`config.mk`:
```
export PLATFORM = sky130hd
export DESIGN_NAME = m3_commutation_step_gen_flat
export DESIGN_NICKNAME = d
export VERILOG_FILES = /design/src/rtl/m3_pkg.sv /design/src/rtl/m3_commutation_step_gen_if.sv /design/src/rtl/m3_step_accum.sv /design/src/rtl/m3_commutation_step_gen.sv /design/src/flat_wrapper.sv
export SDC_FILE = /design/constraint.sdc
export NUM_CORES = 1
export LEC_CHECK = 0
export CAP_MARGIN = 10
export CORE_MARGIN = 3
export CORE_UTILIZATION = 45
export DETAILED_ROUTE_END_ITERATION = 8
export PLACE_DENSITY_LB_ADDON = 0.05
export SYNTH_ARGS = -nofsm -noshare
export SYNTH_HDL_FRONTEND = slang
export SYNTH_HIERARCHICAL = 1
export SYNTH_SLANG_ARGS = --single-unit
```
`constraint.sdc`:
```
create_clock -name clkI -period 7.9 [get_ports clkI]
set_input_delay 1.975 -clock clkI [delete_from_list [all_inputs] [get_ports clkI]]
set_output_delay 1.975 -clock clkI [all_outputs]
set_load 0.02 [all_outputs]
```
`src/rtl/m3_pkg.sv`:
```
// m3_pkg: shared state encoding, step table and gate bit positions for the 3-phase commutation path.
package m3_pkg;
    typedef enum logic [1:0] {IDLE, DEAD, DRIVE} stateT;
    localparam int M3_MIN_LEN = 40;
    localparam int STEPS = 6;
    localparam int PH_UH = 5, PH_UL = 4, PH_VH = 3, PH_VL = 2, PH_WH = 1, PH_WL = 0;
    localparam logic [5:0] STEP_TAB [STEPS] = '{
        6'b100100, 6'b100001, 6'b001001, 6'b011000, 6'b010010, 6'b000110
    };
    function automatic logic [2:0] nextStep(input logic [2:0] idx, input logic inv);
        return inv ? (idx == 3'd0 ? 3'd5 : idx - 3'd1) : (idx == 3'd5 ? 3'd0 : idx + 3'd1);
    endfunction
endpackage

```
`src/rtl/m3_commutation_step_gen_if.sv`:
```
// m3_commutation_step_gen_if: control inputs and gate/status outputs of the commutation sequencer.
interface m3_commutation_step_gen_if #(parameter int LEN_W = 32);
    logic [LEN_W-1:0] roundLenI;
    logic workingI, m3invRotateI, m3forceStopI;
    logic [5:0] phaseO;
    logic [2:0] stepIdxO;
    logic nextRound_1O, busyO;
    modport master(
        output roundLenI, workingI, m3invRotateI, m3forceStopI,
        input phaseO, stepIdxO, nextRound_1O, busyO
    );
    modport slave(
        input roundLenI, workingI, m3invRotateI, m3forceStopI,
        output phaseO, stepIdxO, nextRound_1O, busyO
    );
endinterface

```
`src/rtl/m3_step_accum.sv`:
```
// m3_step_accum: fractional step timer; ticks every lenLat/INC cycles on average without a divider.
module m3_step_accum #(
    parameter int LEN_W = 32,
    parameter int INC = 6
) (
    input logic clkI,
    input logic nRstI,
    input logic [LEN_W-1:0] lenLat,
    input logic enable,
    input logic clear,
    output logic stepTick
);
    logic [LEN_W-1:0] acc;
    logic [LEN_W:0] sum;
    assign sum = {1'b0, acc} + (LEN_W + 1)'(INC);
    assign stepTick = enable && sum >= {1'b0, lenLat};
    always_ff @(posedge clkI or negedge nRstI) begin
        if (!nRstI) acc <= '0;
        else if (clear) acc <= '0;
        else if (enable) acc <= stepTick ? LEN_W'(sum - {1'b0, lenLat}) : sum[LEN_W-1:0];
    end
endmodule

```
`src/rtl/m3_commutation_step_gen.sv`:
```
// m3_commutation_step_gen: six-step bridge sequencer with dead-time and one pulse per electrical round.
module m3_commutation_step_gen
    import m3_pkg::*;
#(
    parameter int DEAD_CYCLES = 2,
    parameter int MIN_LEN = M3_MIN_LEN,
    parameter int LEN_W = 32
) (
    input logic clkI,
    input logic nRstI,
    m3_commutation_step_gen_if.slave bus
);
    localparam int CNT_W = $clog2(DEAD_CYCLES + 1);
    if (DEAD_CYCLES < 1 || DEAD_CYCLES >= MIN_LEN / STEPS) begin : gDeadCheck
        $error("DEAD_CYCLES must lie in 1 .. MIN_LEN/6-1");
    end
    stateT state, stateD;
    logic [2:0] stepIdx, stepD, advIdx;
    logic [CNT_W-1:0] deadCnt, cntD;
    logic [LEN_W-1:0] lenLat, lenD, lenClamp;
    logic nextRound, roundD, stop, run, stepTick;
    assign stop = !bus.workingI || bus.m3forceStopI;
    assign run = state != IDLE && !stop;
    assign lenClamp = bus.roundLenI < LEN_W'(MIN_LEN) ? LEN_W'(MIN_LEN) : bus.roundLenI;
    assign advIdx = nextStep(stepIdx, bus.m3invRotateI);
    m3_step_accum #(.LEN_W(LEN_W), .INC(STEPS)) uAccum (
        .clkI, .nRstI, .lenLat, .enable(run), .clear(!run), .stepTick
    );
    // a step boundary always wins over the dead countdown; lenLat only moves on entry to step 0
    always_comb begin
        stateD = state;
        stepD = stepIdx;
        cntD = deadCnt;
        lenD = lenLat;
        roundD = 1'b0;
        if (stop) begin
            stateD = IDLE;
            stepD = '0;
            cntD = '0;
        end else if (state == IDLE) begin
            stateD = DEAD;
            stepD = '0;
            cntD = CNT_W'(DEAD_CYCLES);
            lenD = lenClamp;
        end else if (stepTick) begin
            stateD = DEAD;
            stepD = advIdx;
            cntD = CNT_W'(DEAD_CYCLES);
            roundD = advIdx == 3'd0;
            lenD = advIdx == 3'd0 ? lenClamp : lenLat;
        end else if (state == DEAD) begin
            stateD = deadCnt == CNT_W'(1) ? DRIVE : DEAD;
            cntD = deadCnt - CNT_W'(1);
        end
    end
    always_ff @(posedge clkI or negedge nRstI) begin
        if (!nRstI) begin
            state <= IDLE;
            stepIdx <= '0;
            deadCnt <= '0;
            lenLat <= LEN_W'(MIN_LEN);
            nextRound <= 1'b0;
        end else begin
            state <= stateD;
            stepIdx <= stepD;
            deadCnt <= cntD;
            lenLat <= lenD;
            nextRound <= roundD;
        end
    end
    assign bus.phaseO = state == DRIVE ? STEP_TAB[stepIdx] : 6'd0;
    assign bus.stepIdxO = stepIdx;
    assign bus.nextRound_1O = nextRound;
    assign bus.busyO = state != IDLE;
endmodule

```
`src/flat_wrapper.sv`:
```
// flat-port wrapper written by rule: the top's interface ports become plain ports
module m3_commutation_step_gen_flat import m3_pkg::*;
#(
    parameter int DEAD_CYCLES = 2,
    parameter int MIN_LEN = M3_MIN_LEN,
    parameter int LEN_W = 32
)
  (clkI, nRstI, bus_roundLenI, bus_workingI, bus_m3invRotateI, bus_m3forceStopI, bus_phaseO, bus_stepIdxO, bus_nextRound_1O, bus_busyO);
  m3_commutation_step_gen_if #(.LEN_W(LEN_W)) bus_i ();
  input logic clkI;
  input logic nRstI;
  input wire logic [$bits(bus_i.roundLenI)-1:0] bus_roundLenI;
  input wire logic [$bits(bus_i.workingI)-1:0] bus_workingI;
  input wire logic [$bits(bus_i.m3invRotateI)-1:0] bus_m3invRotateI;
  input wire logic [$bits(bus_i.m3forceStopI)-1:0] bus_m3forceStopI;
  output wire logic [$bits(bus_i.phaseO)-1:0] bus_phaseO;
  output wire logic [$bits(bus_i.stepIdxO)-1:0] bus_stepIdxO;
  output wire logic [$bits(bus_i.nextRound_1O)-1:0] bus_nextRound_1O;
  output wire logic [$bits(bus_i.busyO)-1:0] bus_busyO;
  assign bus_i.roundLenI = bus_roundLenI;
  assign bus_i.workingI = bus_workingI;
  assign bus_i.m3invRotateI = bus_m3invRotateI;
  assign bus_i.m3forceStopI = bus_m3forceStopI;
  assign bus_phaseO = bus_i.phaseO;
  assign bus_stepIdxO = bus_i.stepIdxO;
  assign bus_nextRound_1O = bus_i.nextRound_1O;
  assign bus_busyO = bus_i.busyO;
  m3_commutation_step_gen #(.DEAD_CYCLES(DEAD_CYCLES), .MIN_LEN(MIN_LEN), .LEN_W(LEN_W)) u_core (.clkI(clkI), .nRstI(nRstI), .bus(bus_i));
endmodule
```
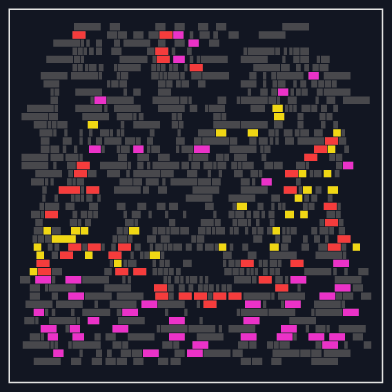
(run_1/gates.png)
(3 px per um)
Key: fa/ha/maj cells = red [cells 39, most used ha_1, where all over the die]; non-inverting ao/oa cells = yellow [cells 30, most used a21o_1]; mux cells = magenta [cells 43, most used mux2_4, where all over the die]
commonest non-fill, non-tap cell in the layout: sky130_fd_sc_hd__dfrtp_1
Final Non-Filler Cells: 908

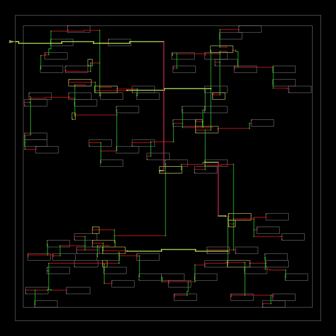
(run_1/clock_nets.png)
Insertion Delay late pin: 340 ps
power in the clock group: 0.385 mW
clock tree buffer count of the final layout: 11
count of clock tree sinks: 72

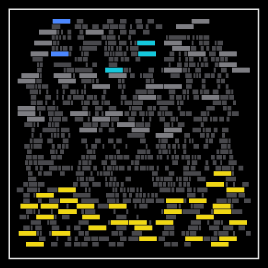
(run_1/ff_map.png)
(2 px per um) Other sequential cells in the stronger gray, the rest of the logic in the fainter gray.
Key: u_core/state = blue [placed flops 2]; u_core/lenLat = yellow [placed flops 32, where a horizontal strip, bottom]; u_core/bus.stepIdxO = cyan [placed flops 3]
Another 35 sequential cells are not colored.
proportion of cell area occupied by registers: 0.2563
Sequential Power: 0.421 mW
Flop area: 1804 um2
Core Util, Final: 0.5254

==> results.toml, run 1 <==
# generated from flow reports
[run_status]
status = "complete, no violations"

[drt]
ant_nets = 0
routed-via-count = 5106
router_iterations_before_antenna_repair = 4
number_of_vias_per_cell = 5.623
drt-wirelength-per-cell_um = 17.63
detailedRoute.firstIterationViolations = 344
remaining_drc_errors = 0
wirelength_um = 16010

[logic_synthesis]
post_synth.cell_area_avg_um2 = 9.029
synth_cell_types = 82
synthesized_cell_area_um2 = 6257
synthAdderAreaFrac = 0.07918
synth-edff-count = 0
ys_top_logic_family = "AND-OR/OR-AND gates"
yosysChipArea_um2 = 6257
top_area_cell = "sky130_fd_sc_hd__dfrtp_1"
synth-simple-area-share = 0.1808
yosys.area_share.aoi = 0.2130
synth.cells.most_frequent = "70 x sky130_fd_sc_hd__dfrtp_1, 69 x sky130_fd_sc_hd__nor2_1, 59 x sky130_fd_sc_hd__inv_1, 46 x sky130_fd_sc_hd__nand2_1, 42 x sky130_fd_sc_hd__a21oi_1"
ys_top_cells_by_area = "sky130_fd_sc_hd__dfrtp_1 28%, sky130_fd_sc_hd__ha_1 7.6%, sky130_fd_sc_hd__mux2_4 6.5%, sky130_fd_sc_hd__xnor2_1 5.5%, sky130_fd_sc_hd__nor2_1 4.1%"
synthArstFlopShare = 1.000
yosys_warnings = 6
post-synth-top-area-fraction = 0.2799
ys_ff = 72
yosys.stat.seqShare = 0.2883
netlist.top_cell.by_instances = "sky130_fd_sc_hd__dfrtp_1"
ys_sh_xor = 0.07838
synth.net_count = 769

[run]
maxCapViolations = 0
stage_log_warnings = 29

[timing]
tightest_slew_ps = 960.6
timing.final.setup_violations = 0
max_freq_ghz = 0.1640
finalSetupTns_ps = 0
post_layout_worst_setup_margin_ps = 1801
finalHoldViolations = 0
final.setup_skew_ps = 5.633
maxSlewViolCount = 0
rsz0062_at_grt = "false"
layout_worst_path_cycle_share = 0.7720
timing.final.crit_period_ps = 6099
timing.hold.ws_ps = 506.5

[pwr]
power.largest_group = "sequential cells"
p_clk_frac = 0.356
static-leakage-power_nw = 3.235
power_density_nw_per_um2 = 153.5
vdd_drop_max_uv = 106.4
powerComb_mw = 0.275
design_power_total_mw = 1.081
power_report.internal_total_mw = 0.7478
power.combinational.fraction = 0.255

[placed_design]
post_dp_cell_area_um2 = 6765
numPlacedInstances = 892
finalWeightedCongestion = 0.8723
place_hpwl_um = 12250
io_buffers = 47

[floorplanning]
floorplan_core_density = 0.4669
ios = 48
placeableCoreArea_um2 = 13400
die-area_um2 = 15360
die-height_um = 123.9

[grt]
global_route_wire_length_before_repair_um = 25740
number_of_antenna_violations_at_the_first_check_in_global_routing = 0
first_global_vias = 5023
grt.total_usage = 0.2179
grt_overflow_total = 0
grt_max_degree = 73

[cells_and_area]
antenna_cells = 0
layout_top_cells = "70 x sky130_fd_sc_hd__dfrtp_1, 69 x sky130_fd_sc_hd__nor2_1, 59 x sky130_fd_sc_hd__inv_1, 46 x sky130_fd_sc_hd__clkdlybuf4s50_1, 46 x sky130_fd_sc_hd__nand2_1"
nets = 803
post_route_cells_drive_above_1_share = 0.1448
total_area_of_multi_input_combinational_cells_um2 = 4021
layout-area-overhead-vs-synth_pct = 12.52
post-route-cell-area_um2 = 7041

[critical_path]
worst-r2r-setup-slack_ps = 1800
critical_path.endpoint = "u_core/lenLat[31]$_DFFE_PN0P_"
cpPeakStageDelay_ps = 850
cp_num_buf_inv = 2
critical_path.top_delay_family = "simple AND/OR/NAND/NOR gates"
timing.critical_path.from_type = "register"
worst-path-max-fanout = 32
crit_slowest_cell = "sky130_fd_sc_hd__nor4_1"
worst_r2r_path_depth = 20
setup.worst_path.start = "u_core/uAccum/acc[1]$_DFFE_PN0P_"

[clocking]
cts_max_path_buffers = 2
clock_tree.root_cell = "sky130_fd_sc_hd__clkbuf_16"
path_clk_slew_ps = 60
cts-htree-levels = 3
cts.hold.buffers_added = 0
cts_tree = "built"
tritoncts.num_buffers = 9

[worst_hold_path]
min_from = "u_core/lenLat[31]$_DFFE_PN0P_"
hold_path_class = "reg2reg"
min_delay_worst_endpoint = "u_core/lenLat[31]$_DFFE_PN0P_"
## run 1: cell type report
| class | instances | share of cell area |
|---|---|---|
| clock buffers | 11 | 0.03448 |
| clock inverters | 5 | 0.004621 |
| inverters | 59 | 0.03146 |
| multi-input cells | 534 | 0.5712 |
| flip-flops and latches | 72 | 0.2563 |
| well taps | 176 | 0.03128 |
| repair buffers | 51 | 0.07073 |
## run 1: registers in the layout, indices dropped and copies added, names as in the netlist
register / count
u_core/lenLat: 32
u_core/uAccum/acc: 32
u_core/bus.stepIdxO: 3
u_core/deadCnt: 2
u_core/state: 2
u_core/bus.nextRound_1O: 1
## run 1: routing by layer
layer	vias to the layer above	track usage	routed length, um
met2	65	0.3701	8045
met4	0	0.08350	442
met5	-	0	0
met3	22	0.04087	539
li1	2541	-	-
met1	2478	0.2746	6981
==> run_1/port_trees.png <==
(4 px per um)
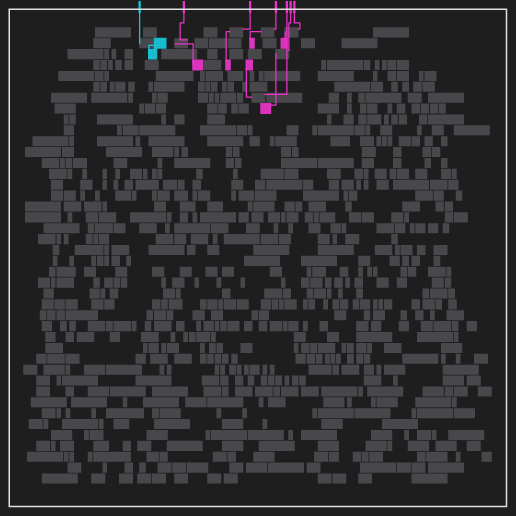

==> run 2: changes to the inputs <==
Clock period 7.9 ns to 5.7 ns, I/O delays scaled along.
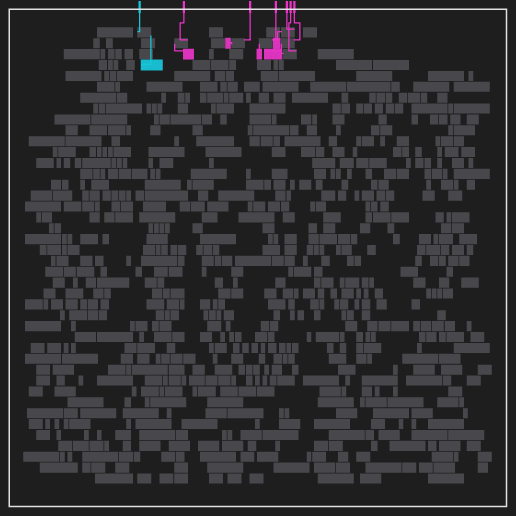
(run_2/port_trees.png)
(4 px per um)
Key: bus_phaseO = magenta [bits 6, direction output, edge top, end cells 6, buffers 6, wire 71.5 um]; bus_m3forceStopI = cyan [bits 1, direction input, edge top, end cells 2, buffers 1, wire 15.4 um]

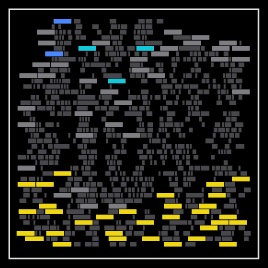
(run_2/ff_map.png)
(2 px per um) Other sequential cells in the stronger gray, the rest of the logic in the fainter gray.
Key: u_core/lenLat = yellow [placed flops 32, where a horizontal strip, bottom]; u_core/state = blue [placed flops 2]; u_core/bus.stepIdxO = cyan [placed flops 3]
Another 35 sequential cells are not colored.

==> run 2 against run 1 <==
Net effect: via count up 0.72%; clock power up about 60%; register-to-register slack worse by 1400 ps; setup slack worse by 1400 ps.
==> results.toml, run 2 <==
# generated from flow reports
[run_status]
status = "complete, no violations"

[run]
stage_log_warnings = 29
maxCapViolations = 0

[grt]
grt_busiest_layer = "met2"
use_met2 = 0.3873
grt_util_met3 = 0.03724
number_of_antenna_violations_at_the_first_check_in_global_routing = 0
grt_overflow_total = 0
grt_max_degree = 73
grt.total_usage = 0.2196
first_global_vias = 5224
global_route_wire_length_before_repair_um = 26070

[pwr]
vdd_drop_max_uv = 154.6
static-leakage-power_nw = 3.274
design_power_total_mw = 1.584
power_density_nw_per_um2 = 222.9

[cells_and_area]
postLayoutCoreUtil = 0.5301
layout_top_cells = "70 x sky130_fd_sc_hd__dfrtp_1, 68 x sky130_fd_sc_hd__nor2_1, 59 x sky130_fd_sc_hd__inv_1, 46 x sky130_fd_sc_hd__clkdlybuf4s50_1, 46 x sky130_fd_sc_hd__nand2_1"
nFlopsAndLatches = 72
flop_area_um2 = 1804
total_area_of_multi_input_combinational_cells_um2 = 4024
nets = 805
antenna_cells = 0
post-route-cell-area_um2 = 7103
layout.non_clock_buffers = 53
seq-cell-share = 0.2540
comb-cell-share = 0.5665
layout.cells.largest_class = "combinational gates"
final_common_cell = "sky130_fd_sc_hd__dfrtp_1"
post_route_cells_drive_above_1_share = 0.1499
fillCellCount = 1305
clkCellAreaFrac = 0.04509
clock_buffers = 9
final-instance-count-excl-fill = 910
number_of_non_clock_inverters_in_the_layout = 59
comb.multi_input.count = 534
layout-area-overhead-vs-synth_pct = 13.52

[drt]
ant_nets = 0
post_route_met1_wirelength_um = 6999
drt-wirelength-per-cell_um = 17.53
routed-via-count = 5143
number_of_vias_per_cell = 5.652
wl_met3_um = 454
router_iterations_before_antenna_repair = 5
wl_met2_um = 7973
remaining_drc_errors = 0
detailedRoute.firstIterationViolations = 281
wirelength_um = 15960
maxUsedRoutingLayer = "met4"

[clocking]
clkSinkCount = 72
clk-insertion-delay-late_ps = 350
tritoncts.num_buffers = 9
clock_tree.root_cell = "sky130_fd_sc_hd__clkbuf_16"
cts_max_path_buffers = 2
path_clk_slew_ps = 60
cts.hold.buffers_added = 0
cts-htree-levels = 3

[worst_hold_path]
min_delay_worst_endpoint = "u_core/lenLat[20]$_DFFE_PN0P_"
min_from = "u_core/lenLat[20]$_DFFE_PN0P_"

[timing]
timing.final.crit_period_ps = 5264
final.setup_skew_ps = 11.97
timing.hold.ws_ps = 515.6
max_freq_ghz = 0.1900
post_layout_worst_setup_margin_ps = 435.9
finalHoldViolations = 0
rsz0062_at_grt = "false"
layout_worst_path_cycle_share = 0.9235
finalSetupTns_ps = 0
maxSlewViolCount = 0
tightest_slew_ps = 968.1
timing.final.setup_violations = 0

[floorplanning]
floorplan_core_density = 0.4669
die-area_um2 = 15360
ios = 48
tapCellCount = 176
placeableCoreArea_um2 = 13400
die-height_um = 123.9

[logic_synthesis]
ys_top_cells_by_area = "sky130_fd_sc_hd__dfrtp_1 28%, sky130_fd_sc_hd__ha_1 7.6%, sky130_fd_sc_hd__mux2_4 6.5%, sky130_fd_sc_hd__xnor2_1 5.5%, sky130_fd_sc_hd__nor2_1 4.1%"
synth.net_count = 769
yosys_warnings = 6
top_area_cell = "sky130_fd_sc_hd__dfrtp_1"
synth_cell_types = 82
yosys.stat.seqShare = 0.2883
post_synth.cell_area_avg_um2 = 9.029
yosys_cells = 693
synth-edff-count = 0
ys_ff = 72
netlist.top_cell.by_instances = "sky130_fd_sc_hd__dfrtp_1"
yosysChipArea_um2 = 6257
post-synth-top-area-fraction = 0.2799

[placed_design]
numPlacedInstances = 894
place_hpwl_um = 12130
finalWeightedCongestion = 0.9543
io_buffers = 47
post_dp_cell_area_um2 = 6780

[critical_path]
setup.worst_path.start = "u_core/uAccum/acc[1]$_DFFE_PN0P_"
crit_slowest_cell = "sky130_fd_sc_hd__buf_4"
cp_num_buf_inv = 3
cpPeakStageDelay_ps = 500
worst_r2r_path_depth = 20
worst-path-max-fanout = 32
critical_path.top_delay_family = "AND-OR/OR-AND gates"
worst-r2r-setup-slack_ps = 440
critical_path.endpoint = "u_core/lenLat[3]$_DFFE_PN1P_"
timing.critical_path.from_type = "register"
[run 2: cell types whose count changed in the layout (fill, tap and decap cells not counted), sizes merged]
| cell | before | now |
|---|---|---|
| bufinv | 0 | 2 |
| buf | 5 | 7 |
| inv | 59 | 60 |
| clkinvlp | 3 | 1 |
| clkinv | 2 | 3 |
| clkbuf | 11 | 9 |
[run 2: cells by family (layout without fill, tap and decap cells)]
group	Yosys count	in the layout	synth area share
simple gates	220	220	0.1808
compound gates	176	176	0.2130
buf+inv	87	128	0.06898
flops	72	72	0.2883
xor+xnor	56	56	0.07838
mux	43	43	0.09138
fa+ha+maj	39	39	0.07918
[run 2: where the power goes]
group          internal (mW)  switching (mW)
registers              0.556          0.0282
clock network          0.384           0.233
logic                  0.176           0.207
==> run 3: changes to the inputs <==
Settings changed: CAP_MARGIN 10 to 20.
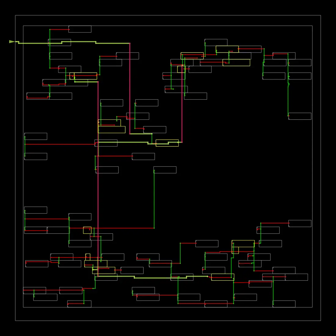
(run_3/clock_nets.png)
Insertion Delay late pin: 350 ps
CTS Buf Count: 9

==> run 3 against run 2 <==
Net effect: sequential share of layout area did not move; clock skew did not move; die size did not move; setup slack did not move; hold slack did not move; first-iteration DRC count did not move; clock-buffer cell count did not move; clock power barely moved.
==> results.toml, run 3 <==
# generated from flow reports
[run_status]
status = "complete, no violations"

[pwr]
power.largest_group = "the clock network"
share_seq_of_total_power = 0.369
p_clk_frac = 0.389
power.clock.total_mw = 0.616
power_density_nw_per_um2 = 222.9
vdd_drop_max_uv = 154.6
p_seq_mw = 0.584
net-switching-power_mw = 0.4675

[logic_synthesis]
yosys_warnings = 6
post_synth.cell_area_avg_um2 = 9.029
synth.cells.most_frequent = "70 x sky130_fd_sc_hd__dfrtp_1, 69 x sky130_fd_sc_hd__nor2_1, 59 x sky130_fd_sc_hd__inv_1, 46 x sky130_fd_sc_hd__nand2_1, 42 x sky130_fd_sc_hd__a21oi_1"
yosys_cells = 693
synth-edff-count = 0
ys_ff = 72
synth_cell_types = 82
synthesized_cell_area_um2 = 6257

[critical_path]
setup.worst_path.start = "u_core/uAccum/acc[1]$_DFFE_PN0P_"
worst-r2r-setup-slack_ps = 440
critical_path.top_delay_family = "AND-OR/OR-AND gates"
worst_r2r_path_depth = 20
cp_num_buf_inv = 3
worst-path-max-fanout = 32

[cells_and_area]
number_of_non_clock_inverters_in_the_layout = 59
layout_top_cells = "70 x sky130_fd_sc_hd__dfrtp_1, 68 x sky130_fd_sc_hd__nor2_1, 59 x sky130_fd_sc_hd__inv_1, 46 x sky130_fd_sc_hd__clkdlybuf4s50_1, 46 x sky130_fd_sc_hd__nand2_1"
clock_buffers = 9
layout-area-overhead-vs-synth_pct = 13.52
layout.non_clock_buffers = 53
nFlopsAndLatches = 72
post_route_cells_drive_above_1_share = 0.1499
total_area_of_multi_input_combinational_cells_um2 = 4024
comb-cell-share = 0.5665
postLayoutCoreUtil = 0.5301
clkCellAreaFrac = 0.04509

[run]
stage_log_warnings = 29
maxCapViolations = 0

[clocking]
path_clk_slew_ps = 60
cts_tree = "built"
clkSinkCount = 72
clock_tree.root_cell = "sky130_fd_sc_hd__clkbuf_16"
cts.hold.buffers_added = 0

[grt]
grt_overflow_total = 0
first_global_vias = 5224
number_of_antenna_violations_at_the_first_check_in_global_routing = 0
global_route_wire_length_before_repair_um = 26070
grt_max_degree = 73

[worst_hold_path]
hold_path_class = "reg2reg"
min_delay_worst_endpoint = "u_core/lenLat[20]$_DFFE_PN0P_"

[timing]
max_freq_ghz = 0.1900
final.setup_skew_ps = 11.97
finalSetupTns_ps = 0
layout_worst_path_cycle_share = 0.9235
timing.final.crit_period_ps = 5264
rsz0062_at_grt = "false"
post_layout_worst_setup_margin_ps = 435.9
finalHoldViolations = 0

[floorplanning]
tapCellCount = 176
die-area_um2 = 15360
floorplan_core_density = 0.4669

[drt]
ant_nets = 0
routed-via-count = 5143
number_of_vias_per_cell = 5.652
detailedRoute.firstIterationViolations = 281

[placed_design]
numPlacedInstances = 894
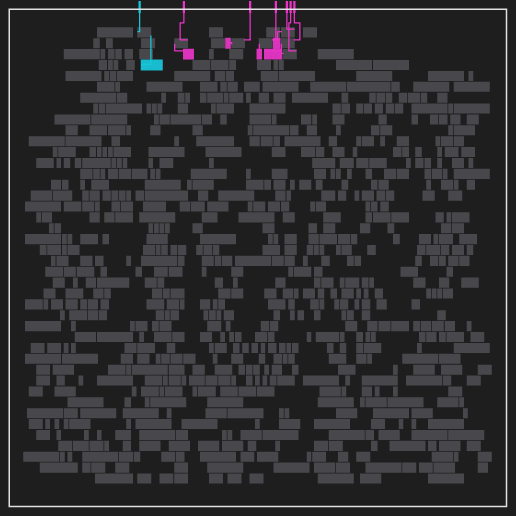
(run_3/port_trees.png)
(4 px per um)
Key: bus_phaseO = magenta [bits 6, direction output, edge top, end cells 6, buffers 6, wire 71.5 um]; bus_m3forceStopI = cyan [bits 1, direction input, edge top, end cells 2, buffers 1, wire 15.4 um]

## run 3: what timing repair did
item,4_1_cts,5_1_grt
endpoints found under the hold margin,0,0
setup endpoints to repair,0,32
resized,0,1
## run 3: logic make-up after synthesis
| kind of cell | share of synthesized area |
|---|---|
| adders and majority gates | 0.07918 |
| xor gates and xnor gates | 0.07838 |
| DFF | 0.2883 |
| and+or+nand+nor | 0.1808 |
| muxes | 0.09138 |
| buffers and inverters | 0.06898 |
| AOI/OAI and AO/OA | 0.2130 |
## run 3: routing by layer
metal | part of all wire | up-vias | global-route usage | wire length [um]
met5 | 0 | - | 0 | 0
met4 | 0.033 | 0 | 0.09446 | 530
met3 | 0.028 | 31 | 0.03724 | 454
met1 | 0.44 | 2484 | 0.2627 | 6999
li1 | - | 2535 | - | -
met2 | 0.50 | 93 | 0.3873 | 7973
Power and IR drop assume default switching activity.
